### The metal 1 layer, run 1

Scale bar: 10 um. Cells faint in the background.
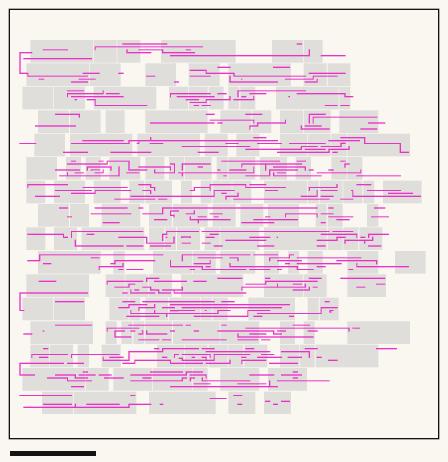
### Clock nets, run 1

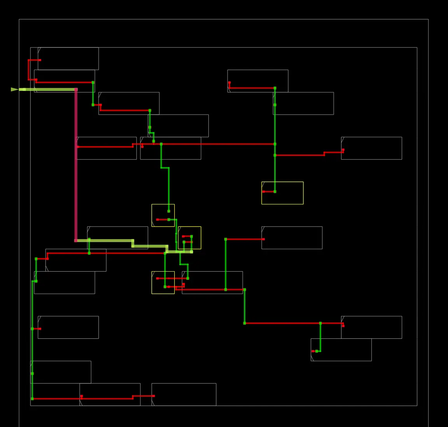
### Met2 routing, run 1

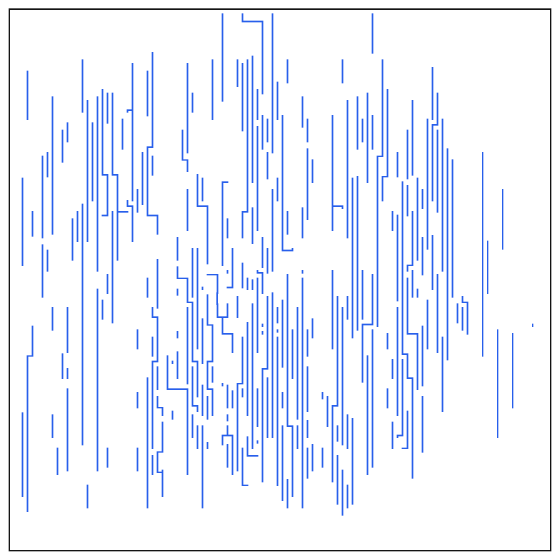
### The metal 3 layer, run 1

Scale bar: 10 um.
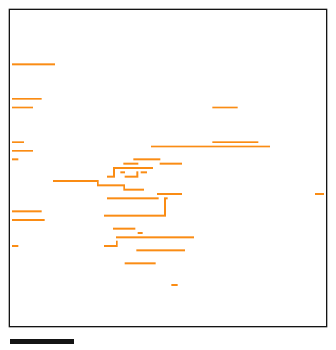
### src/rtl/vend_dispenser.sv
// Vending dispense sequencer: latches credit on a vend request, then pulses
// the item actuator, pays change coin by coin and requests a credit clear.
// Ports:
//   clock_50MHz - system clock, rising edge
//   RSTb        - synchronous active-low reset
//   sflipflop   - current credit in nickel units (0..15)
//   vend_req    - single-cycle vend request, accepted only in IDLE
//   busy        - high whenever the sequencer is not IDLE
//   deny        - one-cycle pulse when credit is below PRICE
//   item_out    - item actuator pulse
//   coin_out    - coin actuator pulse
//   coin_sel    - coin for the current pulse (1 nickel, 2 dime, 3 quarter)
//   credit_clr  - one-cycle pulse at the end of a successful vend
module vend_dispenser #(
    parameter int PRICE        = 7,
    parameter int PULSE_CYCLES = 4,
    parameter int GAP_CYCLES   = 2
) (
    input  logic       clock_50MHz,
    input  logic       RSTb,
    input  logic [3:0] sflipflop,
    input  logic       vend_req,
    output logic       busy,
    output logic       deny,
    output logic       item_out,
    output logic       coin_out,
    output logic [1:0] coin_sel,
    output logic       credit_clr
);

    localparam int TMAX = (PULSE_CYCLES > GAP_CYCLES) ? PULSE_CYCLES : GAP_CYCLES;
    // Timer counts down to zero, so it only needs to hold TMAX-1.
    localparam int TW = (TMAX > 1) ? $clog2(TMAX) : 1;

    localparam logic [3:0]    PRICE_N = 4'(PRICE);
    localparam logic [TW-1:0] T_PULSE = TW'(PULSE_CYCLES - 1);
    localparam logic [TW-1:0] T_GAP   = TW'(GAP_CYCLES - 1);

    typedef enum logic [2:0] {
        IDLE,
        CHECK,
        ITEM,
        ITEM_GAP,
        COIN,
        COIN_GAP,
        DONE
    } state_t;

    state_t        state, state_d;
    logic [3:0]    cred, cred_d;
    logic [3:0]    chg, chg_d;
    logic [TW-1:0] timer, timer_d;

    logic       busy_d;
    logic       deny_d;
    logic       item_d;
    logic       coin_d;
    logic [1:0] sel_d;
    logic       clr_d;

    always_ff @(posedge clock_50MHz) begin
        if (!RSTb) begin
            state      <= IDLE;
            cred       <= '0;
            chg        <= '0;
            timer      <= '0;
            busy       <= 1'b0;
            deny       <= 1'b0;
            item_out   <= 1'b0;
            coin_out   <= 1'b0;
            coin_sel   <= 2'd0;
            credit_clr <= 1'b0;
        end else begin
            state      <= state_d;
            cred       <= cred_d;
            chg        <= chg_d;
            timer      <= timer_d;
            busy       <= busy_d;
            deny       <= deny_d;
            item_out   <= item_d;
            coin_out   <= coin_d;
            coin_sel   <= sel_d;
            credit_clr <= clr_d;
        end
    end

    // Outputs are computed for the state being entered and registered
    // alongside it, so every output is a clean flop output.
    always_comb begin
        state_d = state;
        cred_d  = cred;
        chg_d   = chg;
        timer_d = timer;
        deny_d  = 1'b0;
        item_d  = 1'b0;
        coin_d  = 1'b0;
        sel_d   = 2'd0;
        clr_d   = 1'b0;

        unique case (state)
            IDLE: begin
                if (vend_req) begin
                    cred_d  = sflipflop;
                    state_d = CHECK;
                    // deny lines up with the CHECK cycle.
                    deny_d  = (sflipflop < PRICE_N);
                end
            end
            CHECK: begin
                if (cred < PRICE_N) begin
                    state_d = IDLE;
                end else begin
                    chg_d   = cred - PRICE_N;
                    timer_d = T_PULSE;
                    item_d  = 1'b1;
                    state_d = ITEM;
                end
            end
            ITEM: begin
                if (timer == '0) begin
                    timer_d = T_GAP;
                    state_d = ITEM_GAP;
                end else begin
                    timer_d = timer - 1'b1;
                    item_d  = 1'b1;
                end
            end
            COIN: begin
                if (timer == '0) begin
                    timer_d = T_GAP;
                    state_d = COIN_GAP;
                end else begin
                    timer_d = timer - 1'b1;
                    coin_d  = 1'b1;
                    sel_d   = coin_sel;
                end
            end
            ITEM_GAP, COIN_GAP: begin
                if (timer != '0) begin
                    timer_d = timer - 1'b1;
                end else if (chg != 4'd0) begin
                    // Greedy pick made once on entry; coin_sel holds it.
                    if (chg >= 4'd5) begin
                        sel_d = 2'd3;
                        chg_d = chg - 4'd5;
                    end else if (chg >= 4'd2) begin
                        sel_d = 2'd2;
                        chg_d = chg - 4'd2;
                    end else begin
                        sel_d = 2'd1;
                        chg_d = chg - 4'd1;
                    end
                    coin_d  = 1'b1;
                    timer_d = T_PULSE;
                    state_d = COIN;
                end else begin
                    clr_d   = 1'b1;
                    state_d = DONE;
                end
            end
            DONE: begin
                state_d = IDLE;
            end
            default: begin
                state_d = IDLE;
            end
        endcase

        busy_d = (state_d != IDLE);
    end

endmodule
### config.mk
export PLATFORM = sky130hd
export DESIGN_NAME = vend_dispenser
export DESIGN_NICKNAME = d
export VERILOG_FILES = /design/src/rtl/vend_dispenser.sv
export SDC_FILE = /design/constraint.sdc
export NUM_CORES = 1
export LEC_CHECK = 0
export CAP_MARGIN = 20
export CORE_UTILIZATION = 55
export DETAILED_ROUTE_END_ITERATION = 8
export PLACE_DENSITY = 0.82
export SLEW_MARGIN = 30
export SYNTH_ARGS = -nofsm -noshare
export SYNTH_HDL_FRONTEND = slang
export SYNTH_SLANG_ARGS = --single-unit
### constraint.sdc
create_clock -name clock_50MHz -period 2.01 [get_ports clock_50MHz]
set_input_delay 0.201 -clock clock_50MHz [delete_from_list [all_inputs] [get_ports clock_50MHz]]
set_output_delay 0.201 -clock clock_50MHz [all_outputs]
set_load 0.01 [all_outputs]
==> run_results.csv, run 1 <==
group,metric,value,unit
layout,flops,20,
clocking,clock_latency,0.30,ns
synth,top_area_cell,"dfxtp_1",
detailed_routing,dr_wl_met3,149,um
critical_path,cp_max_fo,6,
timing,timing.fmax,525,MHz
detailed_routing,vias_per_cell,6.05,
synth,edf_count,0,
global_routing,met2_usage,0.414,
floorplanning,std_cell_rows,16,
clocking,cts_max_level,1,
power,p_per_area,560,nW/um^2
layout,most-common-layout-cells,"dfxtp_1 (19), clkdlybuf4s50_1 (13), nand2_1 (10), ha_1 (10), a21oi_1 (9)",
min_path,whs_path_depth,2,
critical_path,cp_num_buf_inv,1,
synth,synthXorXnorAreaFrac,0.0350,
detailed_routing,first_pass_iters,6,
critical_path,worstPathCellList,"inv_1 -> ha_1 -> nand2b_1 -> a21oi_2 -> nor3_1 -> a2111oi_2 -> o221a_1",
floorplanning,fp_util,0.612,
timing,skew,0.00295,ns
critical_path,crit_cells,7,
floorplanning,chip_area,2470,um^2
synth,ys.flop_type,"dfxtp_1",
synth,ys.flops,20,
power,seqPwrFrac,0.524,
layout,logic_area,797,um^2
global_routing,grt_pass1_wl,4620,um
status,status,"finished, final reports clean",
layout,seq_share,0.274,
critical_path,start_kind,"flip-flop",
detailed_routing,ant_nets,0,
clocking,cts_buffers,3,
layout,final_common_cell,"dfxtp_1",
synth,ys_warn_count,0,
synth,ys_sh_mux,0.0400,
floorplanning,tap_cells,27,
synth,adder_share,0.110,
timing,worst_pin_slew,0.647,ns
power,p_seq,0.000430,W
timing,setup_viol,0,
layout,clockNetworkAreaShare,0.0247,
synth,syn_area,1250,um^2
critical_path,crit_end,"chg[3]",
critical_path,critPathKind,"flip-flop to flip-flop",
min_path,min_to,"coin_sel[1]",
floorplanning,fp.dieH,49.7,um
layout,area_delta_synth_final,17.3,%
synth,synth_cell_types,43,
synth,synth.cellmix.compoundShare,0.202,
detailed_routing,top_layer_used,"met4",
power,intPower,0.000599,W
timing,rsz0062_at_grt,"no",
detailed_routing,wl_met2,1340,um
floorplanning,pin_count,14,
critical_path,cp-end-kind,"flip-flop",
synth,synth_top_area_share,0.320,
critical_path,arrival,2.15,ns
synth,yosys-top-cells-area,"dfxtp_1 (32%), ha_1 (11%), a21oi_1 (4.0%)",
layout,nNetsFinal,174,
synth,synthCells,140,
critical_path,r2r_end,"chg[3]",
detailed_routing,wl_per_cell,15.3,um
min_path,hp-start,"coin_sel[1]",
synth,yosysChipArea,1250,um^2
timing,setup_tns,0,ns
layout,nNonClkInverters,6,
timing,max-slew-margin-rel,0.565,
global_routing,grt_pass1_vias,1054,
critical_path,r2r_cells,7,
synth,ys_top_cells_by_count,"dfxtp_1 (20), ha_1 (11), a21oi_1 (10), nand2_1 (10)",
global_routing,antenna_found_initial,0,
synth,synthArstFlopShare,0,
global_routing,use_met1,0.313,
placement,port_buffers,13,
critical_path,worstReg2RegStart,"chg[1]",
critical_path,reg2reg_slack,0.11,ns
power,p_comb_frac,0.189,
power,power,0.000822,W
Notes on 'The metal 1 layer' above:
155 nets have wire on it. The layer holds 44% of the routed length. The longest straight run is 17.9 um.

Notes on 'Clock nets' above:
clock sinks: 20
Clk power: 0.000237 W

Notes on 'Met2 routing' above:
The wires run mostly vertical. The longest straight run is 22.1 um.

Notes on 'The metal 3 layer' above:
The layer carries 150 um of wire. 24 nets have wire on it.
via count: 1101
met3 usage: 0.0247
Total Wirelength: 2780 um

-- run 1: timing repair --
action,CTS,global route
resized,2,4
hold buffers,0,0
endpoints found under the setup margin,1,3
hold endpoints to repair,0,0
-- run 1: registers in the layout, indices dropped and copies added (netlist names) --
register,flops
chg,4
cred,4
state,3
coin_sel,2
timer,2
busy,1
coin_out,1
credit_clr,1
deny,1
item_out,1
-- run 1: per-stage QoR --
stage	std cells	instance area, um^2	hold WS (ns)	setup WS (ns)	util
floorplan	140	1250	0.330	0.198	-
global placement	178	1410	0.442	0.147	0.692
detailed placement	178	1410	0.446	-0.0340	0.692
CTS	182	1460	0.467	0.0263	0.713
global route	182	1470	0.502	0.00412	0.718
finish	182	1470	0.467	0.107	0.718
--- run 2 (diff from run 1) ---
- PLACE_DENSITY: 0.82 -> 0.79
- SKIP_LAST_GASP: not set -> 1
- SLEW_MARGIN: 30 -> 20
### Drive-strength map, run 2

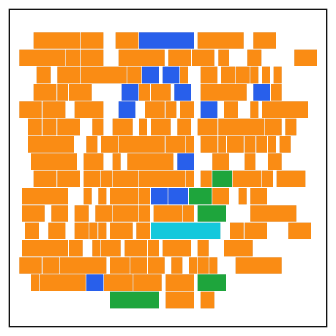
Key: _3 and _4 cells = blue [cells 12, share 7.7%]; _6 and larger = cyan [cells 1, share 0.64%]; _0 and _1 cells = orange [cells 138, share 88%]; _2 cells = green [cells 5, share 3.2%]

==> run 2 against run 1 <==
Net effect: via count is 1.1% lower; non-clock buffer count is 1 higher; count of clock-buffer cells in the layout is 1 lower; highest routed layer unchanged; area after synthesis stayed put; first-iteration DRC count is 58% lower; design area is 1.1% higher; critical path depth stayed put; fmax is 1.1% lower; largest power group unchanged; critical path type unchanged.
==> run_results.csv, run 2 <==
group,metric,value,unit
critical_path,r2r_cells,7,
layout,nNetsFinal,175,
layout,flops,20,
timing,worst_slack,0.0861,ns
layout,final_cells,183,
layout,nNonClkBuffers,20,
layout,postLayoutCellArea,1480,um^2
floorplanning,pin_count,14,
synth,synthCells,140,
timing,setup_tns,0,ns
power,power,0.000924,W
critical_path,start_kind,"flip-flop",
layout,clockNetworkAreaShare,0.0354,
synth,yosysChipArea,1250,um^2
detailed_routing,first_pass_iters,4,
global_routing,grtUsageMet3,0.0463,
min_path,hp-start,"coin_sel[1]",
flow_run,warnings,33,
critical_path,arrival,2.14,ns
min_path,worst_hold_path_type,"flip-flop to flip-flop",
synth,adder_share,0.110,
floorplanning,chip_area,2470,um^2
synth,synth.cellmix.compoundShare,0.202,
timing,holdWs,0.469,ns
clocking,cts_buffers,3,
timing,timing.fmax,520,MHz
placement,dp.cells,179,
power,intPower,0.000692,W
layout,nNonClkInverters,6,
power,seqPwrFrac,0.466,
critical_path,cp-end-kind,"flip-flop",
synth,ys_top_cells_by_count,"dfxtp_1 (20), ha_1 (11), a21oi_1 (10), nand2_1 (10)",
floorplanning,fp_util,0.612,
critical_path,crit_cells,7,
layout,most-common-layout-cells,"dfxtp_1 (19), clkdlybuf4s50_1 (13), ha_1 (11), nand2_1 (10), a21oi_1 (9)",
synth,syn_area,1250,um^2
floorplanning,tap_cells,27,
synth,ys_sh_mux,0.0400,
critical_path,reg2reg_slack,0.09,ns
synth,ys_warn_count,0,
placement,pre_cts_ws,0.0420,ns
detailed_routing,top_layer_used,"met4",
synth,top_area_cell,"dfxtp_1",
synth,edf_count,0,
synth,synth_top_area_share,0.320,
critical_path,cp_max_fo,7,
floorplanning,fp.dieH,49.7,um
layout,reg.largest.list,"chg: 4 flops, cred: 4 flops, state: 3 flops",
detailed_routing,vias_per_cell,5.95,
critical_path,cp_num_buf_inv,1,
placement,port_buffers,13,
timing,worst_pin_slew,0.610,ns
status,status,"finished, final reports clean",
detailed_routing,dr_wl_met3,104,um
critical_path,worstReg2RegStart,"chg[1]",
layout,area_delta_synth_final,18.6,%
floorplanning,std_cell_rows,16,
critical_path,crit_end,"chg[1]",
timing,skew,0.00720,ns
detailed_routing,ant_nets,0,
critical_path,r2r_end,"chg[1]",
timing,max-slew-margin-rel,0.590,
synth,synthXorXnorAreaFrac,0.0350,
layout,utilization,0.726,
layout,logic_area,790,um^2
synth,yosys-top-cells-area,"dfxtp_1 (32%), ha_1 (11%), a21oi_1 (4.0%)",
layout,final_common_cell,"dfxtp_1",
timing,setup_viol,0,
power,p_per_area,623,nW/um^2
power,p_comb_frac,0.169,
synth,synth_cell_types,43,
global_routing,grt_pass1_wl,4400,um
detailed_routing,wl_met2,1300,um
min_path,whs_path_depth,2,
critical_path,critPathKind,"flip-flop to flip-flop",
synth,ys.flops,20,
layout,seq_share,0.271,
clocking,clock_latency,0.31,ns
critical_path,worstPathCellList,"inv_1 -> ha_1 -> nor3b_2 -> nor3_2 -> or2_4 -> mux2i_1 -> a22o_1",
min_path,min_to,"coin_sel[1]",
synth,synthArstFlopShare,0,
clocking,cts_max_level,1,
global_routing,grt_pass1_vias,1018,
clocking,cts_sinks,20,
global_routing,met2_usage,0.394,
detailed_routing,wl_per_cell,14.7,um
global_routing,antenna_found_initial,0,
### The metal 1 layer, run 2

Scale bar: 10 um. Cells faint in the background.
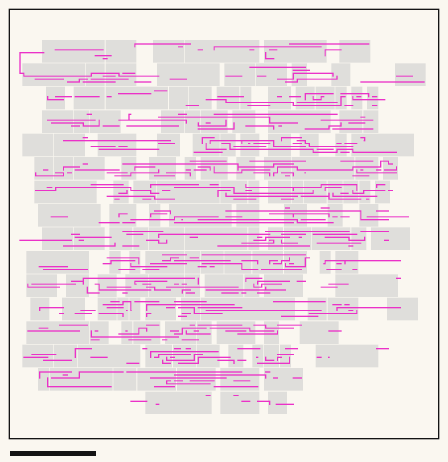
Total Wirelength: 2700 um
via count: 1089
GR Util met1: 0.279

run 2: kinds of logic (layout without fill, tap and decap cells):
group,Yosys count,after routing
mux,5,5
buf+inv,14,30
flops,20,20
compound gates,37,37
fa+ha+maj,11,11
xor+xnor,5,5
simple gates,48,48
run 2: power by group through the flow:
stage | Sequential, W | Clock (W) | Combinational [W]
2_1_floorplan | 0.000434 | 0 | 0.000107
3_3_place_gp | 0.000438 | 0 | 0.000148
3_5_place_dp | 0.000439 | 0 | 0.000152
4_1_cts | 0.000430 | 0.000343 | 0.000154
5_1_grt | 0.000433 | 0.000361 | 0.000168
6_report | 0.000431 | 0.000337 | 0.000156
run 2: tightest hold or removal path, cell delays in order, from the launching register on:
cell      delay (ns)
dfxtp_1         0.33
nand2_1         0.06
a21boi_1        0.05
Power is estimated from default activity; no workload was simulated.
